**src/rtl/pcie_tlp_pkg.sv**
```systemverilog
// rtl/pcie_tlp_pkg.sv - shared PCIe CQ/CC descriptor field offsets, codes and helpers
// Purpose: request-type and completion-status codes, bit offsets of the UltraScale
//   128b dword-aligned CQ/CC descriptors, the completer FSM state type and a CC
//   descriptor builder. Shared with the configurator encoder/decoder.
// Ports: none (package).
package pcie_tlp_pkg;

  // CQ request types
  localparam logic [3:0] CQ_REQ_MEM_RD    = 4'b0000;
  localparam logic [3:0] CQ_REQ_MEM_WR    = 4'b0001;
  localparam logic [3:0] CQ_REQ_IO_RD     = 4'b0010;
  localparam logic [3:0] CQ_REQ_IO_WR     = 4'b0011;
  localparam logic [3:0] CQ_REQ_LOCKED_RD = 4'b0111;

  // CC completion status
  localparam logic [2:0] CC_STATUS_SC = 3'b000;
  localparam logic [2:0] CC_STATUS_UR = 3'b001;

  // CQ descriptor offsets
  localparam int CQ_DWCNT_LSB   = 64;
  localparam int CQ_REQTYPE_LSB = 75;
  localparam int CQ_REQID_LSB   = 80;
  localparam int CQ_TAG_LSB     = 96;
  localparam int CQ_TC_LSB      = 121;
  localparam int CQ_ATTR_LSB    = 124;
  localparam int CQ_TUSER_SOP   = 40;

  // CC descriptor offsets
  localparam int CC_LADDR_LSB  = 0;
  localparam int CC_BCNT_LSB   = 16;
  localparam int CC_DWCNT_LSB  = 32;
  localparam int CC_STATUS_LSB = 43;
  localparam int CC_REQID_LSB  = 48;
  localparam int CC_TAG_LSB    = 64;
  localparam int CC_CPLID_LSB  = 72;
  localparam int CC_TC_LSB     = 89;
  localparam int CC_ATTR_LSB   = 92;
  localparam int CC_DATA_LSB   = 96;

  typedef enum logic [1:0] {
    ST_IDLE    = 2'd0,
    ST_WR_DATA = 2'd1,
    ST_DRAIN   = 2'd2,
    ST_CPL     = 2'd3
  } cq_state_e;

  // Single-beat CC descriptor plus payload dword. Byte count is 4 for both SC
  // and UR; UR carries no payload and a zero dword count.
  function automatic logic [127:0] build_cc_desc(
    input logic [6:0]  lower_addr,
    input logic        is_ur,
    input logic [15:0] req_id,
    input logic [7:0]  tag,
    input logic [15:0] cpl_id,
    input logic [2:0]  tc,
    input logic [2:0]  attr,
    input logic [31:0] data
  );
    logic [127:0] d;
    d = '0;
    d[CC_LADDR_LSB +: 7]   = lower_addr;
    d[CC_BCNT_LSB +: 13]   = 13'd4;
    d[CC_DWCNT_LSB +: 11]  = is_ur ? 11'd0 : 11'd1;
    d[CC_STATUS_LSB +: 3]  = is_ur ? CC_STATUS_UR : CC_STATUS_SC;
    d[CC_REQID_LSB +: 16]  = req_id;
    d[CC_TAG_LSB +: 8]     = tag;
    d[CC_CPLID_LSB +: 16]  = cpl_id;
    d[CC_TC_LSB +: 3]      = tc;
    d[CC_ATTR_LSB +: 3]    = attr;
    d[CC_DATA_LSB +: 32]   = is_ur ? 32'd0 : data;
    return d;
  endfunction

endpackage

```
**src/rtl/pcie_cq_reg_file.sv**
```systemverilog
// rtl/pcie_cq_reg_file.sv - NUM_REGS x 32b register file, byte-enable write, async read
// Purpose: register storage for the CQ completer.
// Ports: clk/resetn (sync active-low), wr_en/wr_addr/wr_be/wr_data write port,
//   rd_addr/rd_data asynchronous read port, regs_flat flattened register view.
module pcie_cq_reg_file #(
  parameter int NUM_REGS       = 16,
  parameter int REG_ADDR_WIDTH = 4
) (
  input  logic                      clk,
  input  logic                      resetn,
  input  logic                      wr_en,
  input  logic [REG_ADDR_WIDTH-1:0] wr_addr,
  input  logic [3:0]                wr_be,
  input  logic [31:0]               wr_data,
  input  logic [REG_ADDR_WIDTH-1:0] rd_addr,
  output logic [31:0]               rd_data,
  output logic [NUM_REGS*32-1:0]    regs_flat
);

  logic [31:0] regs_q [NUM_REGS];
  logic [31:0] regs_d [NUM_REGS];

  always_comb begin
    for (int i = 0; i < NUM_REGS; i++) begin
      regs_d[i] = regs_q[i];
      if (wr_en && (wr_addr == REG_ADDR_WIDTH'(i))) begin
        for (int b = 0; b < 4; b++) begin
          if (wr_be[b]) regs_d[i][8*b +: 8] = wr_data[8*b +: 8];
        end
      end
    end
  end

  always_ff @(posedge clk) begin
    for (int i = 0; i < NUM_REGS; i++) begin
      if (!resetn) regs_q[i] <= '0;
      else         regs_q[i] <= regs_d[i];
    end
  end

  assign rd_data = regs_q[rd_addr];

  always_comb begin
    regs_flat = '0;
    for (int i = 0; i < NUM_REGS; i++) regs_flat[32*i +: 32] = regs_q[i];
  end

endmodule

```
**src/rtl/pcie_cq_reg_completer.sv**
```systemverilog
// rtl/pcie_cq_reg_completer.sv - CQ 1-DW memory request completer with register file
// Purpose: accepts 1-DW MemRd/MemWr on the CQ stream, updates the register file,
//   returns single-beat CplD/Cpl on the CC stream; unsupported non-posted requests get UR.
// Ports: user_clk, reset (sync active-low); m_axis_cq_* request stream in;
//   s_axis_cc_* completion stream out; regs_out flattened registers; stat_ur_cnt.
module pcie_cq_reg_completer
  import pcie_tlp_pkg::*;
#(
  parameter int          C_DATA_WIDTH        = 128,
  parameter int          KEEP_WIDTH          = C_DATA_WIDTH / 32,
  parameter int          AXI4_CQ_TUSER_WIDTH = 88,
  parameter int          AXI4_CC_TUSER_WIDTH = 33,
  parameter logic [15:0] COMPLETER_ID        = 16'h0000,
  parameter int          NUM_REGS            = 16,
  parameter int          REG_ADDR_WIDTH      = 4
) (
  input  logic                           user_clk,
  input  logic                           reset,
  input  logic [C_DATA_WIDTH-1:0]        m_axis_cq_tdata,
  input  logic [KEEP_WIDTH-1:0]          m_axis_cq_tkeep,
  input  logic [AXI4_CQ_TUSER_WIDTH-1:0] m_axis_cq_tuser,
  input  logic                           m_axis_cq_tlast,
  input  logic                           m_axis_cq_tvalid,
  output logic                           m_axis_cq_tready,
  output logic [C_DATA_WIDTH-1:0]        s_axis_cc_tdata,
  output logic [KEEP_WIDTH-1:0]          s_axis_cc_tkeep,
  output logic [AXI4_CC_TUSER_WIDTH-1:0] s_axis_cc_tuser,
  output logic                           s_axis_cc_tlast,
  output logic                           s_axis_cc_tvalid,
  input  logic                           s_axis_cc_tready,
  output logic [NUM_REGS*32-1:0]         regs_out,
  output logic [15:0]                    stat_ur_cnt
);

  cq_state_e                 state_q, state_d;
  logic [REG_ADDR_WIDTH-1:0] idx_q, idx_d;
  logic [3:0]                be_q, be_d;
  logic                      pend_q, pend_d;
  logic                      ur_q, ur_d;
  logic [C_DATA_WIDTH-1:0]   cc_tdata_q, cc_tdata_d;
  logic [KEEP_WIDTH-1:0]     cc_tkeep_q, cc_tkeep_d;
  logic [15:0]               ur_cnt_q, ur_cnt_d;

  logic                      wr_en;
  logic [REG_ADDR_WIDTH-1:0] rd_idx;
  logic [31:0]               rd_data;
  logic                      beat, sop;
  logic [3:0]                req_type;
  logic [10:0]               dw_cnt;
  logic                      is_rd_sc, is_wr, is_ur;

  // Descriptor fields not needed here (tkeep, other tuser bits, reserved tdata)
  logic unused_inputs;
  assign unused_inputs = ^{m_axis_cq_tkeep, m_axis_cq_tuser, m_axis_cq_tdata};

  // Held low while reset is asserted so no beat appears accepted during reset.
  assign m_axis_cq_tready = reset && (state_q != ST_CPL);
  assign beat     = m_axis_cq_tvalid && m_axis_cq_tready;
  assign sop      = m_axis_cq_tuser[CQ_TUSER_SOP];
  assign req_type = m_axis_cq_tdata[CQ_REQTYPE_LSB +: 4];
  assign dw_cnt   = m_axis_cq_tdata[CQ_DWCNT_LSB +: 11];
  assign rd_idx   = m_axis_cq_tdata[REG_ADDR_WIDTH+1:2];

  assign is_rd_sc = (req_type == CQ_REQ_MEM_RD) && (dw_cnt == 11'd1);
  assign is_wr    = (req_type == CQ_REQ_MEM_WR) && (dw_cnt == 11'd1);
  assign is_ur    = ((req_type == CQ_REQ_MEM_RD) && (dw_cnt != 11'd1)) ||
                    (req_type == CQ_REQ_IO_RD) || (req_type == CQ_REQ_IO_WR) ||
                    (req_type == CQ_REQ_LOCKED_RD);

  always_comb begin
    state_d    = state_q;
    idx_d      = idx_q;
    be_d       = be_q;
    pend_d     = pend_q;
    ur_d       = ur_q;
    cc_tdata_d = cc_tdata_q;
    cc_tkeep_d = cc_tkeep_q;
    ur_cnt_d   = ur_cnt_q;
    wr_en      = 1'b0;
    case (state_q)
      ST_IDLE: begin
        if (beat) begin
          if (sop) begin
            idx_d  = rd_idx;
            be_d   = m_axis_cq_tuser[3:0];
            pend_d = is_rd_sc || is_ur;
            ur_d   = is_ur;
            if (is_rd_sc || is_ur) begin
              // Read data is captured here, so a later write cannot alter it.
              cc_tdata_d = build_cc_desc(m_axis_cq_tdata[6:0], is_ur,
                                         m_axis_cq_tdata[CQ_REQID_LSB +: 16],
                                         m_axis_cq_tdata[CQ_TAG_LSB +: 8], COMPLETER_ID,
                                         m_axis_cq_tdata[CQ_TC_LSB +: 3],
                                         m_axis_cq_tdata[CQ_ATTR_LSB +: 3], rd_data);
              cc_tkeep_d = is_ur ? 4'h7 : 4'hF;
            end
            if (is_wr)                      state_d = ST_WR_DATA;
            else if (!m_axis_cq_tlast)      state_d = ST_DRAIN;
            else if (is_rd_sc || is_ur)     state_d = ST_CPL;
          end else begin
            // Stray continuation beat: swallow the rest of its packet.
            pend_d = 1'b0;
            if (!m_axis_cq_tlast) state_d = ST_DRAIN;
          end
        end
      end
      ST_WR_DATA: begin
        if (beat) begin
          wr_en   = 1'b1;
          pend_d  = 1'b0;
          state_d = m_axis_cq_tlast ? ST_IDLE : ST_DRAIN;
        end
      end
      ST_DRAIN: begin
        if (beat && m_axis_cq_tlast) state_d = pend_q ? ST_CPL : ST_IDLE;
      end
      ST_CPL: begin
        if (s_axis_cc_tready) begin
          state_d = ST_IDLE;
          pend_d  = 1'b0;
          if (ur_q && (ur_cnt_q != 16'hFFFF)) ur_cnt_d = ur_cnt_q + 16'd1;
        end
      end
      default: state_d = ST_IDLE;
    endcase
  end

  always_ff @(posedge user_clk) begin
    if (!reset) begin
      state_q    <= ST_IDLE;
      idx_q      <= '0;
      be_q       <= '0;
      pend_q     <= 1'b0;
      ur_q       <= 1'b0;
      cc_tdata_q <= '0;
      cc_tkeep_q <= '0;
      ur_cnt_q   <= '0;
    end else begin
      state_q    <= state_d;
      idx_q      <= idx_d;
      be_q       <= be_d;
      pend_q     <= pend_d;
      ur_q       <= ur_d;
      cc_tdata_q <= cc_tdata_d;
      cc_tkeep_q <= cc_tkeep_d;
      ur_cnt_q   <= ur_cnt_d;
    end
  end

  pcie_cq_reg_file #(
    .NUM_REGS       (NUM_REGS),
    .REG_ADDR_WIDTH (REG_ADDR_WIDTH)
  ) u_reg_file (
    .clk       (user_clk),
    .resetn    (reset),
    .wr_en     (wr_en),
    .wr_addr   (idx_q),
    .wr_be     (be_q),
    .wr_data   (m_axis_cq_tdata[31:0]),
    .rd_addr   (rd_idx),
    .rd_data   (rd_data),
    .regs_flat (regs_out)
  );

  assign s_axis_cc_tvalid = (state_q == ST_CPL);
  assign s_axis_cc_tlast  = (state_q == ST_CPL);
  assign s_axis_cc_tdata  = cc_tdata_q;
  assign s_axis_cc_tkeep  = cc_tkeep_q;
  assign s_axis_cc_tuser  = '0;
  assign stat_ur_cnt      = ur_cnt_q;

endmodule

```
**config.mk**
```make
export PLATFORM = sky130hd
export DESIGN_NAME = pcie_cq_reg_completer
export DESIGN_NICKNAME = d
export VERILOG_FILES = /design/src/rtl/pcie_tlp_pkg.sv /design/src/rtl/pcie_cq_reg_file.sv /design/src/rtl/pcie_cq_reg_completer.sv
export SDC_FILE = /design/constraint.sdc
export NUM_CORES = 1
export LEC_CHECK = 0
export ABC_AREA = 1
export CAP_MARGIN = 15
export CORE_AREA = 5 5 355 357
export DETAILED_ROUTE_END_ITERATION = 10
export DIE_AREA = 0 0 360 362
export PLACE_DENSITY_LB_ADDON = 0.1
export SLEW_MARGIN = 30
export SYNTH_ARGS = -nofsm -noshare
export SYNTH_HDL_FRONTEND = slang
export SYNTH_SLANG_ARGS = --single-unit
export TNS_END_PERCENT = 100
```
**constraint.sdc**
```tcl
create_clock -name user_clk -period 3.9 [get_ports user_clk]
set_input_delay 0.39 -clock user_clk [delete_from_list [all_inputs] [get_ports user_clk]]
set_output_delay 0.39 -clock user_clk [all_outputs]
set_load 0.01 [all_outputs]
```
Figure 1. Where the registers sit (run 1).
Drawn at 1 px/um.
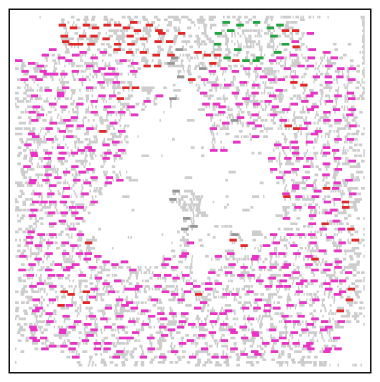
Magenta marks `u_reg_file.regs_q`, sequential cells 512, where widely spread. Green marks `stat_ur_cnt`, sequential cells 16. Red marks `s_axis_cc_tdata`, sequential cells 71, where widely spread.

Figure 2. Congestion heat map (run 1).
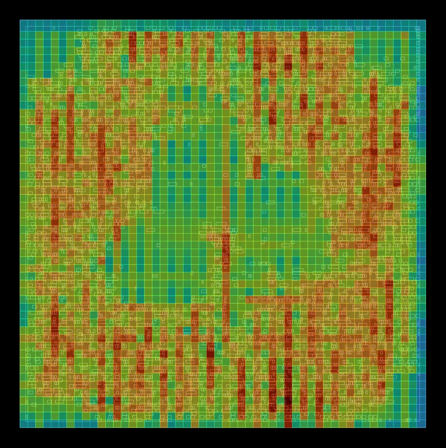
post-DR wirelength/cell: 25.4 um
GR Util met2: 0.379
gr usage total: 0.233

Figure 3. Close-up of the layout (run 1).
Region (258, 259) to (283, 284) um. Cells in grey, sequential cells in the stronger grey; small squares are vias.
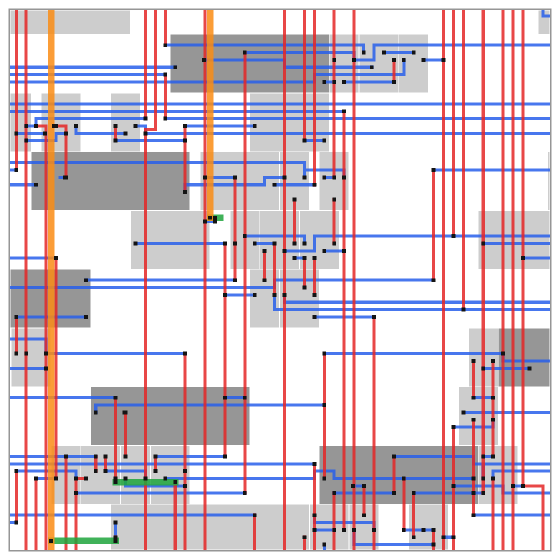
Blue marks met1. Green marks met3. Red marks met2. Orange marks met4.
Sequential cells in the window: 5. Netlist names of flops here include `u_reg_file.regs_q` (5). Most frequent: nand2_1 (9), dfxtp_1 (5). 34 logic cells have their middle in the window.

Figure 4. The metal 1 layer (run 1).
Drawn at 1 px/um.
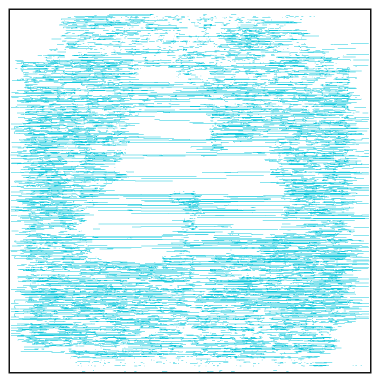
The longest straight run is 124 um. The layer holds 44% of the routed length. 4221 nets have wire on it. The layer carries 69.9 mm of wire.

==> impl_metrics.json, run 1 <==
{
  "cts_tree": "yes",
  "grt_max_degree": 167,
  "worstSetupPathType": "flop to flop",
  "end_kind": "flop",
  "yosysChipArea_sq_mm": 0.0280,
  "stdcell_count": 6305,
  "ios": 921,
  "grt_pass1_vias": 28600,
  "required_ns": 4.48,
  "cts_buffer_depth": 3,
  "synth_area_sq_mm": 0.0280,
  "finalClockPeriodUsage": 0.736,
  "die_area_sq_mm": 0.130,
  "rows": 129,
  "crit_chain": "nand2_1, nand3_2, nor2_2, nand2_1, inv_2, nand3_1, nor2_1, nand2_1, a21oi_1",
  "layout_min_cycle_time_ns": 2.87,
  "worst_slew_pin_slew_ns": 1.02,
  "post-route-drc-count": 0,
  "worst-path-buf-inv": 1,
  "ff_type": "dfxtp_1",
  "syn_to_final_growth_pct": 37.4,
  "top_cells_by_area": "dfxtp_1, nand2_1, nand3_1",
  "cts_resized": 0,
  "port-buffer-count": 693,
  "outcome": "completed",
  "max_freq_ghz": 0.349,
  "crit_path_max_fanout": 9,
  "dieWidth_um": 360,
  "vias_per_cell": 4.85,
  "slew_headroom": 0.316,
  "top_cells_by_count": "nand2_1, dfxtp_1, nand3_1, a21oi_1, nor2_1",
  "dp_hpwl_mm": 111,
  "finClkSkew_ns": 0.0257,
  "overflow": 0,
  "peakVddDrop_mv": 0.286,
  "first_iter_violations": 2407,
  "avgSynthCellArea_sq_um": 6.85,
  "yosysWarnings": 0,
  "drive_gt1_frac": 0.0589,
  "top_cell_area_share": 0.437,
  "p_per_area_mw_per_mm2": 384,
  "place.gp.congestion": 0.839,
  "fin_tns_setup_ns": 0,
  "root_buffer": "clkbuf_16",
  "core_sq_mm": 0.123,
  "setup_viol": 0,
  "ctsHtreeMaxLevel": 3
}
run 1: metal layers:
| metal | vias to the layer above | routed length (um) | track usage |
|---|---|---|---|
| met3 | 154 | 12500 | 0.0577 |
| met4 | 4 | 3640 | 0.0589 |
| met5 | - | 23 | 0 |
| li1 | 14400 | - | - |
| met1 | 14900 | 69900 | 0.311 |
| met2 | 1137 | 74000 | 0.379 |
run 1: path summary, 6_finish.rpt:
kind | from | to | slack, ns | cells past startpoint
setup / recovery | state_q[1]$_SDFFE_PN0P_ | u_reg_file.regs_q[6][31]$_SDFFE_PN0P_ | 1.03 | 9
hold / removal | reset | s_axis_cc_tdata[54]$_SDFFE_PN0P_ | 0.07 | 3
setup reg to reg | state_q[1]$_SDFFE_PN0P_ | u_reg_file.regs_q[6][31]$_SDFFE_PN0P_ | 1.03 | 9
hold reg to reg | s_axis_cc_tdata[101]$_SDFFE_PN0P_ | s_axis_cc_tdata[101]$_SDFFE_PN0P_ | 0.46 | 2
run 1: worst min-delay path, cell delays in order:
cell     delay, ns
buf_6         0.15
o21ai_0       0.09
nor2_1        0.04
run 1: cells in the final DEF (no fill, tap or decap), drive strengths merged, types with 4 or more instances in the layout:
master / instances
nand3: 600
o21ai: 269
a21oi: 358
clkdlybuf4s50: 670
nor3: 234
conb: 89
inv: 53
clkbuf: 119
xnor2: 4
a211oi: 4
clkinv: 14
nand2: 1137
buf: 103
dfxtp: 612
nor2: 375
xor2: 8
run 1: kinds of logic (layout without fill, tap and decap cells):
family	after synthesis	count (layout)	share of synthesized area
AND/OR/NAND/NOR	2353	2353	0.361
AND-OR/OR-AND	633	633	0.114
flip-flops	612	612	0.437
adder cells (fa/ha/maj)	1	1	0.000447
XOR/XNOR	12	12	0.00375
other	1	92	0.000134
buffers and inverters	475	965	0.0833
run 1: final cells by class:
type	instances	area, sq um
Tap cell	1637	2050
Multi-Input combinational cell	3088	13800
Clock buffer	119	2330
Sequential cell	612	12300
Fill cell	13300	84200
Clock inverter	22	208
Timing Repair Buffer	773	7630
Antenna cell	3	7.51
Inverter	51	214
run 1: flip-flops by register name (all words and copies together) (netlist names):
| name | cells |
|---|---|
| ur_q | 1 |
| s_axis_cc_tkeep | 1 |
| be_q | 4 |
| state_q | 2 |
| pend_q | 1 |
| idx_q | 4 |
| u_reg_file.regs_q | 512 |
| s_axis_cc_tdata | 71 |
| stat_ur_cnt | 16 |
run 1: report_power, final:
part	leakage [nW]	internal [mW]	switching (mW)	total, mW
clock	1.25	4.32	3.08	7.41
combinational	6.95	0.250	0.839	1.09
sequential	4.93	6.27	0.0160	6.29
total	13.1	10.8	3.94	14.8
run 1: stage by stage:
stage	cell area, sq um	setup WS [ns]	hold slack [ns]	power [mW]	util
floorplan	28300	2.15	0.445	7.08	-
global route	38500	0.788	0.0349	15.3	0.314
detailed placement	35900	0.500	0.455	7.52	0.293
CTS	38500	0.855	0.00732	15.0	0.314
finish	38500	1.03	0.0704	14.8	0.314
global placement	36000	0.514	0.454	7.53	0.294
==> run 1 -> run 2 <==
--- a/config.mk
+++ b/config.mk
@@ -7,9 +7,9 @@
 export LEC_CHECK = 0
 export ABC_AREA = 1
 export CAP_MARGIN = 15
-export CORE_AREA = 5 5 355 357
+export CORE_AREA = 5 5 354 356
 export DETAILED_ROUTE_END_ITERATION = 10
-export DIE_AREA = 0 0 360 362
+export DIE_AREA = 0 0 359 361
 export PLACE_DENSITY_LB_ADDON = 0.1
 export SLEW_MARGIN = 30
 export SYNTH_ARGS = -nofsm -noshare
==> constraint.sdc (replaced) <==
create_clock -name user_clk -period 2.5 [get_ports user_clk]
set_input_delay 0.25 -clock user_clk [delete_from_list [all_inputs] [get_ports user_clk]]
set_output_delay 0.25 -clock user_clk [all_outputs]
set_load 0.01 [all_outputs]
Figure 5. The metal 1 layer (run 2).
Drawn at 1 px/um.
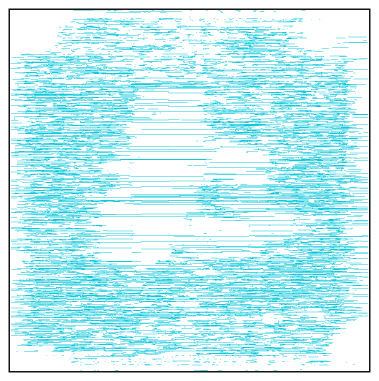
The layer holds 44% of the routed length. 4341 nets have wire on it.

Figure 6. Close-up of the layout (run 2).
Region (257, 258) to (282, 283) um. Cells in grey, sequential cells in the stronger grey; small squares are vias.
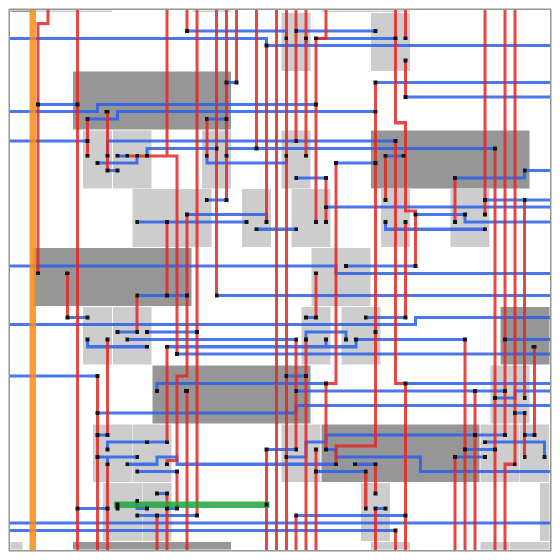
Green marks met3. Blue marks met1. Red marks met2. Orange marks met4.
30 logic cells have their middle in the window. Most frequent: nor2_1 (6). Sequential cells in the window: 5. Netlist names of flops here include `u_reg_file.regs_q` (5).

==> run 2 against run 1 <==
Compared with the run above: synthesized cell count is the same; final cell count increased by 1.6%; clock skew shrank 0.00067 ns; global-route usage about the same; largest cell class unchanged; area after synthesis unchanged.
==> impl_metrics.json, run 2 <==
{
  "crit_path_max_fanout": 10,
  "die_area_sq_mm": 0.130,
  "top_cells_by_count": "nand2_1, dfxtp_1, nand3_1, a21oi_1, nor2_1",
  "reg2reg_slack_ns": 0.21,
  "drive_gt1_frac": 0.0807,
  "yosysWarnings": 0,
  "endpoint": "u_reg_file.regs_q[14][28]$_SDFFE_PN0P_",
  "end_kind": "flop",
  "place.gp.congestion": 0.850,
  "outcome": "completed",
  "worstSetupPathType": "flop to flop",
  "dieWidth_um": 359,
  "port-buffer-count": 693,
  "layout_top_cells": "nand2_1, clkdlybuf4s50_1, dfxtp_1",
  "avgSynthCellArea_sq_um": 6.85,
  "peakVddDrop_mv": 0.403,
  "root_buffer": "clkbuf_16",
  "regMostFlops": "u_reg_file.regs_q",
  "setup_slack_ns": 0.215,
  "r2r_start": "state_q[0]$_SDFFE_PN0P_",
  "finalClockPeriodUsage": 0.914,
  "dp_hpwl_mm": 113,
  "worst-path-buf-inv": 3,
  "largest_reg_flops": 512,
  "synth_area_sq_mm": 0.0280,
  "ios": 921,
  "m1WireLength_mm": 70.4,
  "r2r_cells": 11,
  "r2r-end": "u_reg_file.regs_q[14][28]$_SDFFE_PN0P_",
  "dp_worst_setup_slack_ns": -0.0498,
  "crit_chain": "nand2_1, nand3_2, nor2_2, nand2_1, buf_4, nor3_2, buf_4, nand2_1, buf_12, nand2_1, a21oi_1",
  "wl_met2_mm": 73.9,
  "cts_buffer_depth": 3,
  "ff_type": "dfxtp_1",
  "vias_per_cell": 4.83,
  "grt_max_degree": 161,
  "first_iter_violations": 2672,
  "required_ns": 3.00,
  "mostFrequentLayoutCell": "nand2_1",
  "overflow": 0,
  "top_cell_area_share": 0.437,
  "core_sq_mm": 0.121,
  "hold_slack_ns": 0.0716,
  "finClkSkew_ns": 0.0251,
  "grt_pass1_vias": 29700,
  "top_cells_by_area": "dfxtp_1, nand2_1, nand3_1",
  "dr_wl_met3_mm": 11.6,
  "worstSetupPathDepth": 11,
  "placed_area_sq_mm": 0.0374,
  "fin_tns_setup_ns": 0,
  "rsz0062_at_grt": "false",
  "syn_to_final_growth_pct": 42.7,
  "cts_resized": 0,
  "ctsHtreeMaxLevel": 3
}
Figure 7. Congestion heat map (run 2).
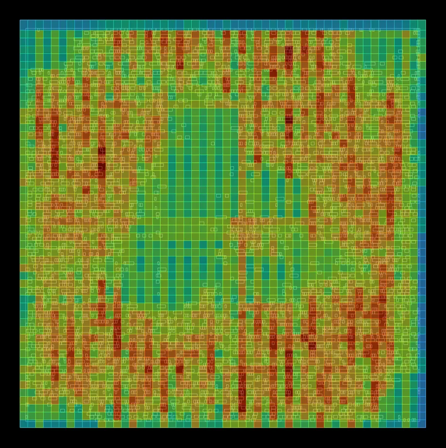
gr usage total: 0.233
met1 Usage GRT: 0.311
post-DR wirelength/cell: 24.9 um
GRT met3 Usage: 0.0517
Post-Route Utilization: 0.329

run 2: cell count changes in the layout (fill, tap and decap cells not counted), moves of 2 or more:
cell	delta
clkbuf_1	-12
clkbuf_8	+5
clkdlybuf4s50_1	+18
buf_2	-18
inv_4	-2
buf_4	+86
diode_2	-2
buf_12	+40
run 2: layout make-up:
| type | instances | area (sq um) |
|---|---|---|
| sequential | 612 | 12300 |
| fill | 13200 | 81400 |
| timing repair buffer | 898 | 9150 |
| tap | 1625 | 2030 |
| inverter | 51 | 214 |
| antenna | 1 | 2.50 |
| clock buffer | 111 | 2330 |
| multi-input combinational | 3088 | 13800 |
| clock inverter | 22 | 211 |
run 2: kinds of logic after synthesis:
group,count (synthesis),share of synthesized area
buf+inv,475,0.0833
compound gates,633,0.114
simple gates,2353,0.361
fa+ha+maj,1,0.000447
flops,612,0.437
other cells,1,0.000134
xor+xnor,12,0.00375
run 2: report_power, final:
part | switching (mW) | leakage, nW | internal (mW)
sequential | 0.0222 | 4.93 | 9.79
clock | 4.72 | 1.26 | 6.77
combinational | 1.33 | 7.79 | 0.507
total | 6.07 | 14.0 | 17.1
run 2: metrics by stage:
| step | total power [mW] | instances |
|---|---|---|
| floorplan | 11.0 | 4175 |
| global placement | 11.9 | 6274 |
| detailed placement | 11.9 | 6274 |
| CTS | 23.4 | 6407 |
| global route | 23.9 | 6407 |
| finish | 23.1 | 6408 |
run 2: worst reg2reg max path, delay by kind of cell, from the launching register on:
kind                   cells  cell delay [ns]
AOI/OAI and AO/OA          1             0.06
buffers and inverters      3             0.68
DFF                        1             0.31
and+or+nand+nor            7             1.12
run 2: worst min-delay path by stage:
stage	start	end	slack (ns)	cells after the start
floorplan	m_axis_cq_tdata[125]	s_axis_cc_tdata[93]$_SDFFE_PN0P_	0.38	2
global placement	s_axis_cc_tdata[111]$_SDFFE_PN0P_	s_axis_cc_tdata[111]$_SDFFE_PN0P_	0.45	2
detailed placement	s_axis_cc_tdata[125]$_SDFFE_PN0P_	s_axis_cc_tdata[125]$_SDFFE_PN0P_	0.46	2
CTS	m_axis_cq_tdata[3]	idx_q[1]$_SDFFE_PN0P_	0.006	3
global route	m_axis_cq_tdata[3]	idx_q[1]$_SDFFE_PN0P_	0.04	3
finish	m_axis_cq_tdata[3]	idx_q[1]$_SDFFE_PN0P_	0.07	3
run 2: per-layer routing:
metal  vias up  track usage
li1      14700            -
met1     15000        0.311
met2      1185        0.382
met3       146       0.0517
met4         2       0.0560
met5         -            0
Figure 8. Where the registers sit (run 2).
Drawn at 1 px/um.
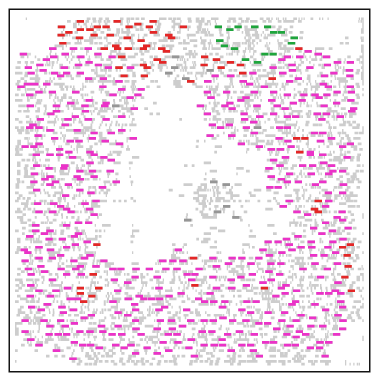

==> run 2 -> run 3 <==
--- a/config.mk
+++ b/config.mk
@@ -10,7 +10,6 @@
 export CORE_AREA = 5 5 354 356
 export DETAILED_ROUTE_END_ITERATION = 10
 export DIE_AREA = 0 0 359 361
-export PLACE_DENSITY_LB_ADDON = 0.1
 export SLEW_MARGIN = 30
 export SYNTH_ARGS = -nofsm -noshare
 export SYNTH_HDL_FRONTEND = slang
Figure 9. Where the registers sit (run 3).
Drawn at 1 px/um.
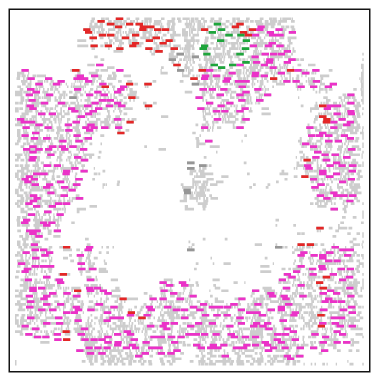
Red marks `s_axis_cc_tdata`, sequential cells 71, where widely spread. Magenta marks `u_reg_file.regs_q`, sequential cells 512, where widely spread. Green marks `stat_ur_cnt`, sequential cells 16, where top middle.

Figure 10. The metal 1 layer (run 3).
Drawn at 1 px/um.
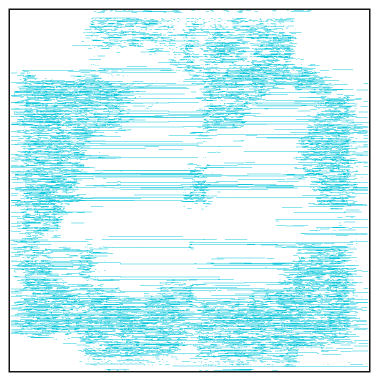
The longest straight run is 169 um. 4362 nets have wire on it.

==> run 3 against run 2 <==
Compared with the run above: die size is the same; hold slack gained 0.13 ns; synthesized cell count is the same; wire length shrank 6.1%; global-route usage shrank 1.5 points; critical endpoint is now u_reg_file.regs_q[13][25]$_SDFFE_PN0P_; highest routed layer is now met4.
==> impl_metrics.json, run 3 <==
{
  "top_cell_area_share": 0.437,
  "setup_viol": 0,
  "grt_pass1_wl_mm": 213,
  "peakVddDrop_mv": 0.449,
  "rows": 128,
  "ios": 921,
  "slew_headroom": 0.301,
  "synth_area_sq_mm": 0.0280,
  "stdcell_count": 6405,
  "max_freq_ghz": 0.429,
  "worst_slew_pin_slew_ns": 1.05,
  "grt.total_usage": 0.218,
  "overflow": 0,
  "grt_max_degree": 178,
  "nFillCells": 13000,
  "top_cells_by_count": "nand2_1, dfxtp_1, nand3_1, a21oi_1, nor2_1",
  "rsz0062_at_grt": "false",
  "cts_setup_buffers": 0,
  "die_area_sq_mm": 0.130,
  "layout_top_cells": "nand2_1, clkdlybuf4s50_1, dfxtp_1",
  "root_buffer": "clkbuf_16",
  "p_comb_frac": 0.076,
  "hp-start": "m_axis_cq_tdata[5]",
  "reg2reg_slack_ns": 0.17,
  "drive_gt1_frac": 0.0791,
  "hold_slack_ns": 0.200,
  "p_sw_frac": 0.261,
  "wire_per_inst_um": 23.4,
  "layout_min_cycle_time_ns": 2.33,
  "dieWidth_um": 359,
  "fin_tns_setup_ns": 0,
  "required_ns": 3.01,
  "r2r_cells": 10,
  "ff_latch_area_sq_mm": 0.0123,
  "finClkSkew_ns": 0.0344,
  "cts_buffer_depth": 3,
  "hold_path_depth": 4,
  "post-route-drc-count": 0,
  "place.gp.congestion": 0.897,
  "crit_path_max_fanout": 8,
  "ctsHtreeMaxLevel": 3,
  "top_cells_by_area": "dfxtp_1, nand2_1, nand3_1",
  "combGateArea_sq_mm": 0.0138,
  "whs_endpoint": "u_reg_file.regs_q[11][5]$_SDFFE_PN0P_",
  "power_mw": 23.5,
  "pwr-share-seq": 0.417,
  "r2r-end": "u_reg_file.regs_q[13][25]$_SDFFE_PN0P_",
  "yosysWarnings": 0,
  "dp_cells": 6261,
  "vias_per_cell": 4.97,
  "power.internal_mw": 17.4,
  "fin_util": 0.328,
  "worstSetupPathType": "flop to flop",
  "switching_power_mw": 6.13,
  "end_kind": "flop",
  "dp_hpwl_mm": 109,
  "outcome": "completed",
  "first_iter_violations": 3206,
  "largest_reg_flops": 512,
  "p_per_area_mw_per_mm2": 589,
  "regMostFlops": "u_reg_file.regs_q",
  "ff_type": "dfxtp_1"
}
Figure 11. Clock wires, drivers and flops (run 3).
Drawn at 1 px/um.
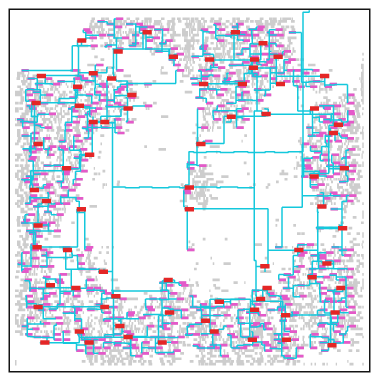
Cyan marks clock wires, length 9690 um. Red marks cells driving clock nets, count 75. Magenta marks flip-flops, count 612.
There are 76 routed clock nets. Position of the flops: widely spread.

==> run 3: power by group through the flow <==
stage               Clock (mW)  Sequential [mW]  Combinational (mW)
detailed placement           0             10.0                1.76
global route              12.5             9.81                1.88
global placement             0             10.0                1.76
CTS                       12.2             9.81                1.77
finish                    11.9             9.81                1.78
floorplan                    0             10.0                1.01
==> run 3: layer usage <==
metal  wire [um]  part of all wire  GRT usage  vias to the layer above
li1            -                 -          -                    14700
met5           0                 0          0                        -
met3       16100              0.11     0.0665                      240
met1       60900              0.41      0.280                    15300
met2       67400              0.45      0.346                     1669
met4        5260             0.035     0.0769                        0
==> run 3: how the worst max path moves through the flow <==
stage	startpoint	end	slack [ns]	depth (start not counted)
final	state_q[0]$_SDFFE_PN0P_	u_reg_file.regs_q[13][25]$_SDFFE_PN0P_	0.17	10
after CTS	state_q[0]$_SDFFE_PN0P_	u_reg_file.regs_q[13][20]$_SDFFE_PN0P_	0.14	10
after detailed placement	m_axis_cq_tvalid	u_reg_file.regs_q[13][20]$_SDFFE_PN0P_	-0.14	10
after global placement	m_axis_cq_tvalid	u_reg_file.regs_q[13][31]$_SDFFE_PN0P_	-0.10	10
after global routing	state_q[0]$_SDFFE_PN0P_	u_reg_file.regs_q[13][20]$_SDFFE_PN0P_	0.02	10
after floorplan	stat_ur_cnt[0]$_SDFFE_PN0P_	stat_ur_cnt[10]$_SDFFE_PN0P_	0.75	10
==> run 3: final cells by class <==
cell class,instances,share of cell area
Multi-Input combinational cell,3088,0.346
Clock buffer,102,0.0542
Antenna cell,3,0.000188
Timing Repair Buffer,886,0.223
Inverter,51,0.00524
Clock inverter,38,0.0130
Sequential cell,612,0.307
Tap cell,1625,0.0510
==> run 3: metrics by stage <==
| stage | instance area (sq um) | worst slack, ns |
|---|---|---|
| 6_report | 39900 | 0.168 |
| 5_1_grt | 39800 | 0.0171 |
| 4_1_cts | 39800 | 0.137 |
| 3_5_place_dp | 37200 | -0.136 |
| 3_3_place_gp | 37200 | -0.100 |
| 2_1_floorplan | 28300 | 0.750 |
==> run 3: cells by family (layout without fill, tap and decap cells) <==
kind of cell	count (synthesis)	in the layout	share of synthesized area
other	1	92	0.000134
xor gates and xnor gates	12	12	0.00375
adders and majority gates	1	1	0.000447
DFF	612	612	0.437
and+or+nand+nor	2353	2353	0.361
buffers and inverters	475	1077	0.0833
AOI/OAI and AO/OA	633	633	0.114
==> run 3: what timing repair did <==
action	4_1_cts	5_1_grt
endpoints found under the setup margin	0	0
hold buffers	1	0
endpoints found under the hold margin	34	0
==> run 3: critical path: stages (launching register included) <==
cell and delay, ns:
dfxtp_1 0.36, nand2_1 0.12, nand3_2 0.10, nor2_2 0.11, nand2_1 0.19, buf_4 0.26
nor3_2 0.40, buf_4 0.23, nand2_1 0.22, nand2_1 0.15, a21oi_1 0.07
No activity file was given, so power comes from the tool's default toggle rates.
